===== config.mk =====
export PLATFORM = sky130hd
export DESIGN_NAME = gpio_mailbox_ctrl
export DESIGN_NICKNAME = d
export VERILOG_FILES = /design/src/rtl/gpio_mailbox_ctrl_pkg.sv /design/src/rtl/gpio_mailbox_ctrl_fifo.sv /design/src/rtl/gpio_mailbox_ctrl.sv
export SDC_FILE = /design/constraint.sdc
export NUM_CORES = 1
export LEC_CHECK = 0
export CORE_ASPECT_RATIO = 0.7
export CORE_MARGIN = 3
export CORE_UTILIZATION = 35
export CTS_CLUSTER_SIZE = 8
export DETAILED_ROUTE_END_ITERATION = 10
export HOLD_SLACK_MARGIN = 0.12
export SLEW_MARGIN = 40
export SYNTH_ARGS = -nofsm -noshare
export SYNTH_HDL_FRONTEND = slang
export SYNTH_SLANG_ARGS = --single-unit

===== constraint.sdc =====
create_clock -name clk -period 4 [get_ports clk]
set_input_delay 0.4 -clock clk [delete_from_list [all_inputs] [get_ports clk]]
set_output_delay 0.4 -clock clk [all_outputs]
set_load 0.01 [all_outputs]

===== src/rtl/gpio_mailbox_ctrl_pkg.sv =====
// Shared definitions for the GPIO byte mailbox: flag bit positions on the
// flicker handshake lines and the TX handshake state encoding.
package gpio_mailbox_ctrl_pkg;

  // Bit positions inside ext_flags / pulpino_flags
  localparam int READ_FLICKER  = 0;
  localparam int WRITE_FLICKER = 1;

  // TX handshake FSM: one byte takes IDLE -> LOAD -> SIGNAL -> WAIT_ACK
  typedef enum logic [1:0] {
    TX_IDLE     = 2'd0,
    TX_LOAD     = 2'd1,
    TX_SIGNAL   = 2'd2,
    TX_WAIT_ACK = 2'd3
  } tx_state_e;

endpackage


===== src/rtl/gpio_mailbox_ctrl_fifo.sv =====
// Byte-wide synchronous FIFO with occupancy output. Pointers carry one extra
// bit so that full and empty are distinguishable; the read data is forced to
// zero while empty so the head never exposes stale storage.
module mailbox_fifo #(
  parameter int pDEPTH = 8
) (
  input  logic                     clk,
  input  logic                     rst_n,
  input  logic                     clear_i,
  input  logic                     push_i,
  input  logic [7:0]               data_i,
  input  logic                     pop_i,
  output logic [7:0]               data_o,
  output logic                     full_o,
  output logic                     empty_o,
  output logic [$clog2(pDEPTH):0]  level_o
);

  localparam int AW = $clog2(pDEPTH);
  localparam int LW = AW + 1;

  logic [7:0]  mem_q [pDEPTH];
  logic [AW:0] wptr_q, wptr_d;
  logic [AW:0] rptr_q, rptr_d;
  logic        push_ok;
  logic        pop_ok;

  assign level_o = wptr_q - rptr_q;
  assign full_o  = (level_o == LW'(pDEPTH));
  assign empty_o = (level_o == '0);
  assign push_ok = push_i && !full_o && !clear_i;
  assign pop_ok  = pop_i && !empty_o && !clear_i;
  assign data_o  = empty_o ? 8'h00 : mem_q[rptr_q[AW-1:0]];

  // Pointer next-state: flush wins, otherwise advance on accepted push/pop
  always_comb begin
    wptr_d = wptr_q;
    rptr_d = rptr_q;
    if (clear_i) begin
      wptr_d = '0;
      rptr_d = '0;
    end else begin
      if (push_ok) wptr_d = wptr_q + 1'b1;
      if (pop_ok)  rptr_d = rptr_q + 1'b1;
    end
  end

  // Pointer registers
  always_ff @(posedge clk or negedge rst_n) begin
    if (!rst_n) begin
      wptr_q <= '0;
      rptr_q <= '0;
    end else begin
      wptr_q <= wptr_d;
      rptr_q <= rptr_d;
    end
  end

  // Storage write; contents need no reset because the head is masked while empty
  always_ff @(posedge clk) begin
    if (push_ok) mem_q[wptr_q[AW-1:0]] <= data_i;
  end

endmodule


===== src/rtl/gpio_mailbox_ctrl.sv =====
// Byte mailbox between the USB register file and the PULPino GPIO port.
// Host->core bytes queue in a TX FIFO and are handed over with the write
// flicker handshake; core->host bytes arrive on the read flicker handshake
// and queue in an RX FIFO. A flag edge of either polarity is one event.
module gpio_mailbox_ctrl
  import gpio_mailbox_ctrl_pkg::*;
#(
  parameter int pFIFO_DEPTH = 8,
  parameter int pTIMEOUT    = 65535
) (
  input  logic                          clk,
  input  logic                          rst_n,
  input  logic                          I_clear,
  input  logic [7:0]                    I_tx_data,
  input  logic                          I_tx_valid,
  output logic                          O_tx_ready,
  output logic [7:0]                    O_rx_data,
  output logic                          O_rx_valid,
  input  logic                          I_rx_ready,
  output logic [7:0]                    O_ext_data,
  output logic [7:0]                    O_ext_flags,
  input  logic [7:0]                    I_pulpino_data,
  input  logic [7:0]                    I_pulpino_flags,
  output logic [$clog2(pFIFO_DEPTH):0]  O_tx_level,
  output logic [$clog2(pFIFO_DEPTH):0]  O_rx_level,
  output logic                          O_busy,
  output logic                          O_timeout
);

  localparam int CNT_W = (pTIMEOUT > 1) ? $clog2(pTIMEOUT) : 1;
  localparam logic [CNT_W-1:0] CNT_LAST = CNT_W'((pTIMEOUT > 0) ? pTIMEOUT - 1 : 0);

  tx_state_e        state_q, state_d;
  logic [7:0]       ext_data_q, ext_data_d;
  logic             wr_flick_q, wr_flick_d;
  logic             rd_flick_q, rd_flick_d;
  logic             tx_ack_seen_q, tx_ack_seen_d;
  logic             rx_req_seen_q, rx_req_seen_d;
  logic             timeout_q, timeout_d;
  logic [CNT_W-1:0] cnt_q, cnt_d;

  logic             tx_push, tx_pop, tx_full, tx_empty;
  logic [7:0]       tx_head;
  logic             rx_push, rx_pop, rx_full, rx_empty;
  logic             ack_flag, req_flag;
  logic             unused_flags;

  assign ack_flag     = I_pulpino_flags[READ_FLICKER];
  assign req_flag     = I_pulpino_flags[WRITE_FLICKER];
  assign unused_flags = ^I_pulpino_flags[7:2];

  assign tx_push = I_tx_valid && !tx_full;
  assign rx_pop  = I_rx_ready && !rx_empty;
  // A core write is taken only when there is room; otherwise it stays pending
  assign rx_push = (req_flag != rx_req_seen_q) && !rx_full && !I_clear;

  mailbox_fifo #(.pDEPTH(pFIFO_DEPTH)) u_tx_fifo (
    .clk     (clk),
    .rst_n   (rst_n),
    .clear_i (I_clear),
    .push_i  (tx_push),
    .data_i  (I_tx_data),
    .pop_i   (tx_pop),
    .data_o  (tx_head),
    .full_o  (tx_full),
    .empty_o (tx_empty),
    .level_o (O_tx_level)
  );

  mailbox_fifo #(.pDEPTH(pFIFO_DEPTH)) u_rx_fifo (
    .clk     (clk),
    .rst_n   (rst_n),
    .clear_i (I_clear),
    .push_i  (rx_push),
    .data_i  (I_pulpino_data),
    .pop_i   (rx_pop),
    .data_o  (O_rx_data),
    .full_o  (rx_full),
    .empty_o (rx_empty),
    .level_o (O_rx_level)
  );

  // TX handshake FSM and RX acknowledge: next state, flag toggles, timeout
  always_comb begin
    state_d       = state_q;
    ext_data_d    = ext_data_q;
    wr_flick_d    = wr_flick_q;
    rd_flick_d    = rd_flick_q;
    tx_ack_seen_d = tx_ack_seen_q;
    rx_req_seen_d = rx_req_seen_q;
    timeout_d     = timeout_q;
    cnt_d         = cnt_q;
    tx_pop        = 1'b0;
    if (I_clear) begin
      // Resync the seen registers so any edge pending now is dropped
      state_d       = TX_IDLE;
      cnt_d         = '0;
      timeout_d     = 1'b0;
      tx_ack_seen_d = ack_flag;
      rx_req_seen_d = req_flag;
    end else begin
      unique case (state_q)
        TX_IDLE: begin
          if (!tx_empty) state_d = TX_LOAD;
        end
        TX_LOAD: begin
          // Data goes out one cycle ahead of the flag toggle
          ext_data_d = tx_head;
          tx_pop     = 1'b1;
          state_d    = TX_SIGNAL;
        end
        TX_SIGNAL: begin
          wr_flick_d = ~wr_flick_q;
          cnt_d      = '0;
          state_d    = TX_WAIT_ACK;
        end
        TX_WAIT_ACK: begin
          if (ack_flag != tx_ack_seen_q) begin
            tx_ack_seen_d = ack_flag;
            state_d       = TX_IDLE;
          end else if (pTIMEOUT != 0) begin
            // Counter parks at its last value; the flag is sticky
            if (cnt_q == CNT_LAST) timeout_d = 1'b1;
            else                   cnt_d     = cnt_q + 1'b1;
          end
        end
        default: state_d = TX_IDLE;
      endcase
      if (rx_push) begin
        rx_req_seen_d = req_flag;
        rd_flick_d    = ~rd_flick_q;
      end
    end
  end

  // Control and output registers
  always_ff @(posedge clk or negedge rst_n) begin
    if (!rst_n) begin
      state_q       <= TX_IDLE;
      ext_data_q    <= 8'h00;
      wr_flick_q    <= 1'b0;
      rd_flick_q    <= 1'b0;
      tx_ack_seen_q <= 1'b0;
      rx_req_seen_q <= 1'b0;
      timeout_q     <= 1'b0;
      cnt_q         <= '0;
    end else begin
      state_q       <= state_d;
      ext_data_q    <= ext_data_d;
      wr_flick_q    <= wr_flick_d;
      rd_flick_q    <= rd_flick_d;
      tx_ack_seen_q <= tx_ack_seen_d;
      rx_req_seen_q <= rx_req_seen_d;
      timeout_q     <= timeout_d;
      cnt_q         <= cnt_d;
    end
  end

  // Flag byte toward the core: only the two flicker bits are used
  always_comb begin
    O_ext_flags                = 8'h00;
    O_ext_flags[READ_FLICKER]  = rd_flick_q;
    O_ext_flags[WRITE_FLICKER] = wr_flick_q;
  end

  assign O_ext_data = ext_data_q;
  assign O_tx_ready = !tx_full;
  assign O_rx_valid = !rx_empty;
  assign O_busy     = (state_q != TX_IDLE) || !tx_empty;
  assign O_timeout  = timeout_q;

endmodule


Fig. 1: where the registers sit
Drawn at 2 px/um.
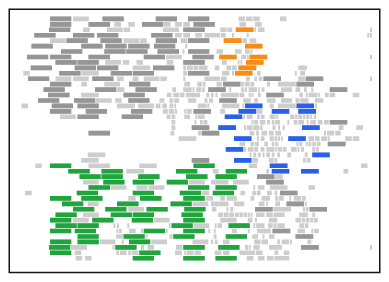
legend:
  green:
    netlist_name: `u_rx_fifo.mem_q`
    flops: 64
  orange:
    netlist_name: `O_ext_data`
    flops: 8
  blue:
    netlist_name: `cnt_q`
    flops: 16
    where: right middle
area taken by flip-flops and latches: 0.005020 mm^2
sequential cell power: 2230 uW

Fig. 2: gate-type map
Drawn at 1.5 px/um.
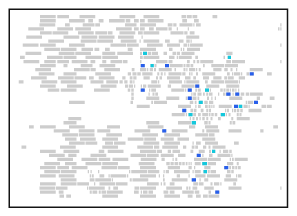
legend:
  cyan:
    family: AND-OR and OR-AND gates
    cells: 12
  blue:
    family: XOR/XNOR gates
    cells: 17
multi-input combinational area share: 0.2732
highest-count logic cell in the final layout: sky130_fd_sc_hd__edfxtp_1
number of standard cells in the layout, taps in and fillers out: 891

Fig. 3: the metal 1 layer
Drawn at 1.5 px/um.
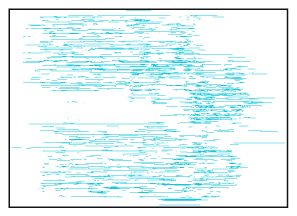
nets with wire on the layer: 592
longest straight run: 59.8 um
GR met1 Demand/Resource: 0.2011
post-detailed-routing wire length: 16.09 mm
routed vias: 4536

Fig. 4: routing congestion map
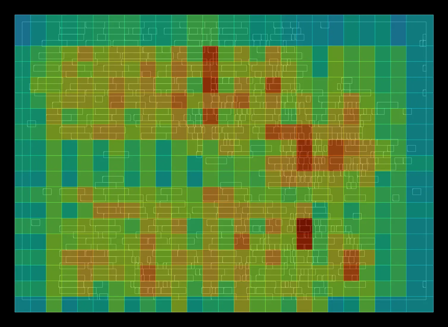
All-Layer GR Usage: 0.1373
routing layer with the top usage in global route: met2

==> results.py <==
# Generated from Yosys and OpenROAD reports
metrics = {
    "cts": {
        "cts-root-to-sink-buffers": 2,
        "cts.sink_count": 175,
        "cts_repair_resize_count": 1,
        "cts.reportedPaths.clkPinSlew_ns": 0.07,
    },
    "worst_setup_path": {
        "crit_end": "O_rx_data[1]",
        "timing.critical_path.slowest_stage_cell": "sky130_fd_sc_hd__dfrtp_1",
        "setup.worst_path.start_class": "flop",
        "setup.worst_path.start": "u_rx_fifo.wptr_q[0]",
        "critical_path_cell_count": 8,
        "worst_r2r_path_depth": 8,
        "path_delay_family": "buffers and inverters",
    },
    "cells_and_area": {
        "non_clock_inverter_count": 21,
        "final-comb-area_mm2": 0.002555,
        "final_util": 0.4292,
        "top_area_cell_class": "flip-flops and latches",
        "final_cell_mix": "sky130_fd_sc_hd__edfxtp_1 (128), sky130_fd_sc_hd__clkdlybuf4s50_1 (51), sky130_fd_sc_hd__dfrtp_1 (47)",
    },
    "floorplan": {
        "die_x_um": 184.5,
        "floorplan.die_area_mm2": 0.02415,
        "core_area_mm2": 0.02179,
        "io-pin-count": 65,
    },
    "synthesis": {
        "post_synth_main_logic_family": "multiplexers",
        "synthesis.yosys.warnings": 0,
        "netlist.top_cell.by_area": "sky130_fd_sc_hd__edfxtp_1",
        "enable_flop_cells": 128,
        "post_synth_xor_area_fraction": 0.01908,
        "synth_seq_share": 0.6434,
    },
    "sta": {
        "final.setup.worst_slack_ns": 0.3787,
        "clock_skew_ns": 0.01811,
        "post-route-period-util": 0.9053,
        "fin_worst_hold_slack_ns": 0.4681,
    },
    "placed_design": {
        "dpl_cell_area_mm2": 0.008693,
    },
    "run_status": {
        "run_status": "completed",
    },
    "power": {
        "pwr-share-clk": 0.278,
    },
    "hold_path": {
        "worst_hold_path.num_cells": 1,
    },
    "detailed_routing": {
        "highest-signal-layer": "met4",
    },
}
Power and IR drop assume default switching activity.
